**src/rtl/uart_rx.sv**
```systemverilog
// UART receiver: 2-flop synchronizer on RX, mid-bit sampling FSM,
// frame format start(0) + DATA_W bits MSB first + stop(1).
// Good words are held in RX_DATA/RX_READY until acknowledged.
// Framing errors and overruns are reported as one-cycle pulses.
module uart_rx #(
   parameter int DATA_W   = 8,
   parameter int BAUD_DIV = 16
) (
   input  logic              clk,
   input  logic              rst,
   input  logic              RX,
   input  logic              RX_ACK,
   output logic [DATA_W-1:0] RX_DATA,
   output logic              RX_READY,
   output logic              FRAME_ERR,
   output logic              OVERRUN,
   output logic              BUSY
);

   localparam int CW = (BAUD_DIV > 1) ? $clog2(BAUD_DIV) : 1;
   localparam int BW = (DATA_W > 1) ? $clog2(DATA_W) : 1;

   // First sample lands mid start bit; later samples one full period apart.
   localparam logic [CW-1:0] HALF_LAST = CW'(BAUD_DIV / 2 - 1);
   localparam logic [CW-1:0] FULL_LAST = CW'(BAUD_DIV - 1);
   localparam logic [BW-1:0] BIT_LAST  = BW'(DATA_W - 1);

   typedef enum logic [2:0] {
      IDLE,
      START,
      DATA,
      STOP,
      BREAK
   } state_t;

   state_t              state_q, state_d;
   logic                rx_meta_q, rx_s_q;
   logic [CW-1:0]       cnt_q, cnt_d;
   logic [BW-1:0]       bit_q, bit_d;
   logic [DATA_W-1:0]   sh_q, sh_d;
   logic [DATA_W-1:0]   data_q, data_d;
   logic                rdy_q, rdy_d;
   logic                fe_q, fe_d;
   logic                ov_q, ov_d;

   // Two-flop synchronizer; resets to the idle (high) line level so that a
   // reset release never looks like a start bit.
   always_ff @(posedge clk or negedge rst) begin
      if (!rst) begin
         rx_meta_q <= 1'b1;
         rx_s_q    <= 1'b1;
      end else begin
         rx_meta_q <= RX;
         rx_s_q    <= rx_meta_q;
      end
   end

   // State and datapath registers.
   always_ff @(posedge clk or negedge rst) begin
      if (!rst) begin
         state_q <= IDLE;
         cnt_q   <= '0;
         bit_q   <= '0;
         sh_q    <= '0;
         data_q  <= '0;
         rdy_q   <= 1'b0;
         fe_q    <= 1'b0;
         ov_q    <= 1'b0;
      end else begin
         state_q <= state_d;
         cnt_q   <= cnt_d;
         bit_q   <= bit_d;
         sh_q    <= sh_d;
         data_q  <= data_d;
         rdy_q   <= rdy_d;
         fe_q    <= fe_d;
         ov_q    <= ov_d;
      end
   end

   // Next-state, sampling and output-word logic.
   always_comb begin
      state_d = state_q;
      cnt_d   = cnt_q;
      bit_d   = bit_q;
      sh_d    = sh_q;
      data_d  = data_q;
      // An acknowledge only matters while a word is pending.
      rdy_d   = rdy_q & ~RX_ACK;
      fe_d    = 1'b0;
      ov_d    = 1'b0;

      unique case (state_q)
         IDLE: begin
            if (!rx_s_q) begin
               state_d = START;
               cnt_d   = '0;
            end
         end

         START: begin
            if (cnt_q == HALF_LAST) begin
               cnt_d = '0;
               if (!rx_s_q) begin
                  state_d = DATA;
                  bit_d   = '0;
               end else begin
                  // Line went back high before mid start bit: a glitch.
                  state_d = IDLE;
               end
            end else begin
               cnt_d = cnt_q + CW'(1);
            end
         end

         DATA: begin
            if (cnt_q == FULL_LAST) begin
               cnt_d = '0;
               // Left shift with new bit at LSB: first bit ends up at MSB.
               sh_d  = DATA_W'({sh_q, rx_s_q});
               if (bit_q == BIT_LAST) begin
                  state_d = STOP;
               end else begin
                  bit_d = bit_q + BW'(1);
               end
            end else begin
               cnt_d = cnt_q + CW'(1);
            end
         end

         STOP: begin
            if (cnt_q == FULL_LAST) begin
               cnt_d = '0;
               if (rx_s_q) begin
                  data_d  = sh_q;
                  rdy_d   = 1'b1;
                  // A same-edge acknowledge consumes the old word: no overrun.
                  ov_d    = rdy_q & ~RX_ACK;
                  state_d = IDLE;
               end else begin
                  fe_d    = 1'b1;
                  state_d = BREAK;
               end
            end else begin
               cnt_d = cnt_q + CW'(1);
            end
         end

         BREAK: begin
            // Wait out a held-low line so it is not taken as a new start bit.
            if (rx_s_q) begin
               state_d = IDLE;
            end
         end

         default: begin
            state_d = IDLE;
         end
      endcase
   end

   assign RX_DATA   = data_q;
   assign RX_READY  = rdy_q;
   assign FRAME_ERR = fe_q;
   assign OVERRUN   = ov_q;
   assign BUSY      = (state_q != IDLE);

endmodule

```
**config.mk**
```make
export PLATFORM = sky130hd
export DESIGN_NAME = uart_rx
export DESIGN_NICKNAME = d
export VERILOG_FILES = /design/src/rtl/uart_rx.sv
export SDC_FILE = /design/constraint.sdc
export NUM_CORES = 1
export LEC_CHECK = 0
export ABC_AREA = 1
export CORE_MARGIN = 1.5
export CORE_UTILIZATION = 49
export DETAILED_ROUTE_END_ITERATION = 16
export PLACE_DENSITY = 0.7
export SYNTH_ARGS = -nofsm -noshare
export SYNTH_HDL_FRONTEND = slang
export SYNTH_SLANG_ARGS = --single-unit
```
**constraint.sdc**
```tcl
create_clock -name clk -period 1.35 [get_ports clk]
set_input_delay 0.27 -clock clk [delete_from_list [all_inputs] [get_ports clk]]
set_output_delay 0.27 -clock clk [all_outputs]
set_load 0.02 [all_outputs]
```
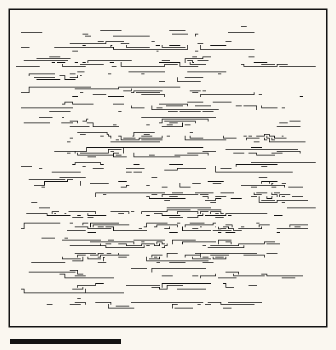
Figure 1: metal 1.
Bar = 20 µm.
nets with wire on the layer: 192
share of all routed wire: 42%

==> qor.log <==
INFO  setup_path     timing.critical_path.from_type=flip-flop
INFO  job            number_of_warnings_the_tools_reported=28
INFO  yosys          yosysWarnings=0
INFO  routing        drt_pre_antenna_iters=4
INFO  placement      io_buffers=15
INFO  global_route   grt_start_max_net_pins=32
INFO  final_layout   syn2layout_area_growth=43.3%
INFO  sta            final-hold-violation-count=0
INFO  final_layout   final_layout_top_logic_cell=nand2_1
INFO  yosys          netlist.top_cell.by_area=dfrtp_1
INFO  global_route   globalRouteOverflowTotal=0
INFO  yosys          ys_top_cells_by_area=dfrtp_1, nand2_1, o21ai_2, o21ai_1, inv_1
INFO  sta            worst_slew_pin_slew=0.272ns
INFO  final_layout   finalInstanceArea=0.00204mm²
INFO  yosys          fp_nets=161
INFO  global_route   grt_first_pass_wirelength=5240µm
INFO  pwr            power-per-cell-area=1450mW/mm²
INFO  yosys          synth_sequential_area_ratio=54.7%
INFO  cts            cts-buffers-inserted=5
INFO  yosys          fa_ha_area_share=2.64%
INFO  sta            final_max_slew_viol_count=0
INFO  sta            timing.clock.skew=0.0158ns
INFO  final_layout   antenna_cells=0
INFO  yosys          mux_area_fraction=0%
INFO  yosys          ys_cells=154
INFO  floorplan      placement_rows=19
INFO  placement      place.detailed.instances=212
INFO  yosys          mappedNetlistArea=0.00142mm²
INFO  yosys          synth-xor-area-share=0%
INFO  yosys          post_syn_area_per_cell=9.24µm²
INFO  routing        routed_via_density=5.27
INFO  min_path       hold_path.class=in -> async
INFO  cts            tritoncts=built
INFO  cts            sinks_on_the_clock_net=31
INFO  global_route   track_usage=20.9%
INFO  floorplan      fp_util=51.6%
INFO  cts            skew_pair_late_insertion_delay=0.32ns
INFO  yosys          enable_flop_cells=0
INFO  placement      hpwlAfterDp=1910µm
INFO  final_layout   utilization=73.9%
INFO  setup_path     path_class=reg -> reg
INFO  floorplan      total_die_size=0.00324mm²
INFO  setup_path     endpoint_kind=flip-flop
INFO  routing        drt.antenna.violating_nets=0
INFO  pwr            p_total=2.95mW
INFO  final_layout   finalNetCount=207
INFO  setup_path     critical_path.cell_chain=ha_4 > nand3_4 > buf_6 > nor2_4 > clkbuf_16 > nand2_2 > o21ai_1
INFO  routing        drt_first_iter_violations=46
INFO  pwr            pleak=1.01nW
INFO  setup_path     worst_path_dominant_cell_family=flip-flops
INFO  routing        wl_per_cell=13.9µm
INFO  outcome        status=finished clean
INFO  sta            hold_slack=0.294ns
INFO  sta            setup_tns=0ns
INFO  setup_path     critical_path_arrival=1.61ns
INFO  global_route   antenna_found_initial=0
INFO  yosys          compound_area_share=12.0%
INFO  routing        detail_route.wirelength=3210µm
INFO  yosys          ff_type=dfrtp_1
INFO  final_layout   drive_gt1_share=41.0%
INFO  yosys          synth-seq-cells=31
INFO  yosys          yosys.stat.chipArea=0.00142mm²
INFO  placement      post_dp_cell_area=0.00172mm²
INFO  floorplan      horiz_die_dim=56.9µm
INFO  floorplan      placeableCoreArea=0.00276mm²
INFO  final_layout   layout_top_cells_excl_fill_tap=nand2_1, dfrtp_1, inv_1, buf_4, o21ai_2
INFO  cts            cts_max_level=2
INFO  setup_path     timing.critical_path.slowest_stage_cell=dfrtp_1
INFO  sta            max_clock_freq=742MHz
INFO  sta            rsz0062_at_grt=yes
INFO  cts            cts.reportedPaths.clkPinSlew=0.11ns
INFO  cts            cts.root.buffer_cell=clkbuf_4
INFO  floorplan      die_h=56.9µm
INFO  sta            finalSetupViolCount=0
INFO  setup_path     critPathMaxStageDelay=0.40ns
INFO  sta            relative_slew_slack=81.8%
INFO  placement      final_estimated_routing_congestion_in_global_placement=0.820
INFO  yosys          top_cell=nand2_1
INFO  yosys          synth_cell_type_count=20
INFO  setup_path     critical_path.max_fanout=8
INFO  cts            cts_buffer_depth=2
INFO  pwr            power.ir.vdd_worst=1230µV
INFO  cts            hold_buf_cts=0
INFO  final_layout   final_cells=231
INFO  floorplan      num_io_pins=16
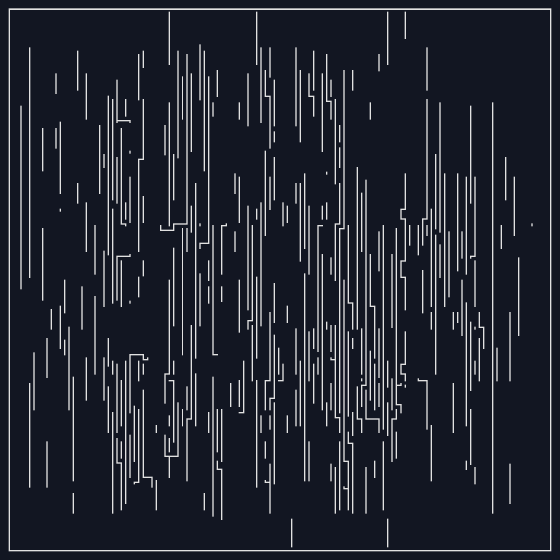
Figure 2: M2 wires.
wire length on this layer: 1690 µm
nets with wire on the layer: 185
longest straight run: 43.2 µm
share of all routed wire: 53%

layout make-up:
cell class | instances | area, µm²
inverter | 19 | 76.3
sequential | 31 | 778
tap | 31 | 38.8
clock inverter | 1 | 5.00
multi-input combinational | 103 | 701
clock buffer | 6 | 51.3
fill | 209 | 719
timing repair buffer | 40 | 388
final timing paths:
path,slack (ns),cells past startpoint,from,to
worst max-delay path,0.003,7,cnt_q[0]$_DFFE_PN0P_,sh_q[2]$_DFFE_PN0P_
worst min-delay path,0.29,2,rst,state_q[2]$_DFFE_PN0P_
worst max register to register,0.003,7,cnt_q[0]$_DFFE_PN0P_,sh_q[2]$_DFFE_PN0P_
worst min register to register,0.36,0,rx_meta_q$_DFF_PN1_,rx_s_q$_DFF_PN1_
max in group asynchronous,0.80,2,rst,rx_meta_q$_DFF_PN1_
min in group clk,0.36,0,rx_meta_q$_DFF_PN1_,rx_s_q$_DFF_PN1_
worst reg2reg max path, delay by kind of cell, from the launching register on:
| kind | cells | cell delay (ns) |
|---|---|---|
| buffers and inverters | 2 | 0.33 |
| DFF | 1 | 0.40 |
| adders and majority gates | 1 | 0.19 |
| AOI/OAI and AO/OA | 1 | 0.07 |
| and+or+nand+nor | 3 | 0.28 |
what timing repair did:
| item | 4_1_cts | 5_1_grt |
|---|---|---|
| cloned | 1 | 1 |
| buffers inserted | 3 | 7 |
| pin swaps | 8 | 14 |
| setup endpoints to repair | 25 | 21 |
| resized | 36 | 26 |
layer usage:
layer  part of all wire [%]  wire, µm  global-route usage, %
met3                    4.1       132                   5.76
met1                     42      1360                   25.8
met4                   0.90        29                   7.31
met5                      0         0                      0
met2                     53      1690                   35.0
power breakdown:
part           switching, mW  total (mW)  internal (mW)  leakage (nW)
clock network          0.321       0.563          0.241        0.0341
logic                  0.684        1.27          0.583         0.554
registers             0.0926        1.12           1.03         0.418
Power is estimated from default activity; no workload was simulated.
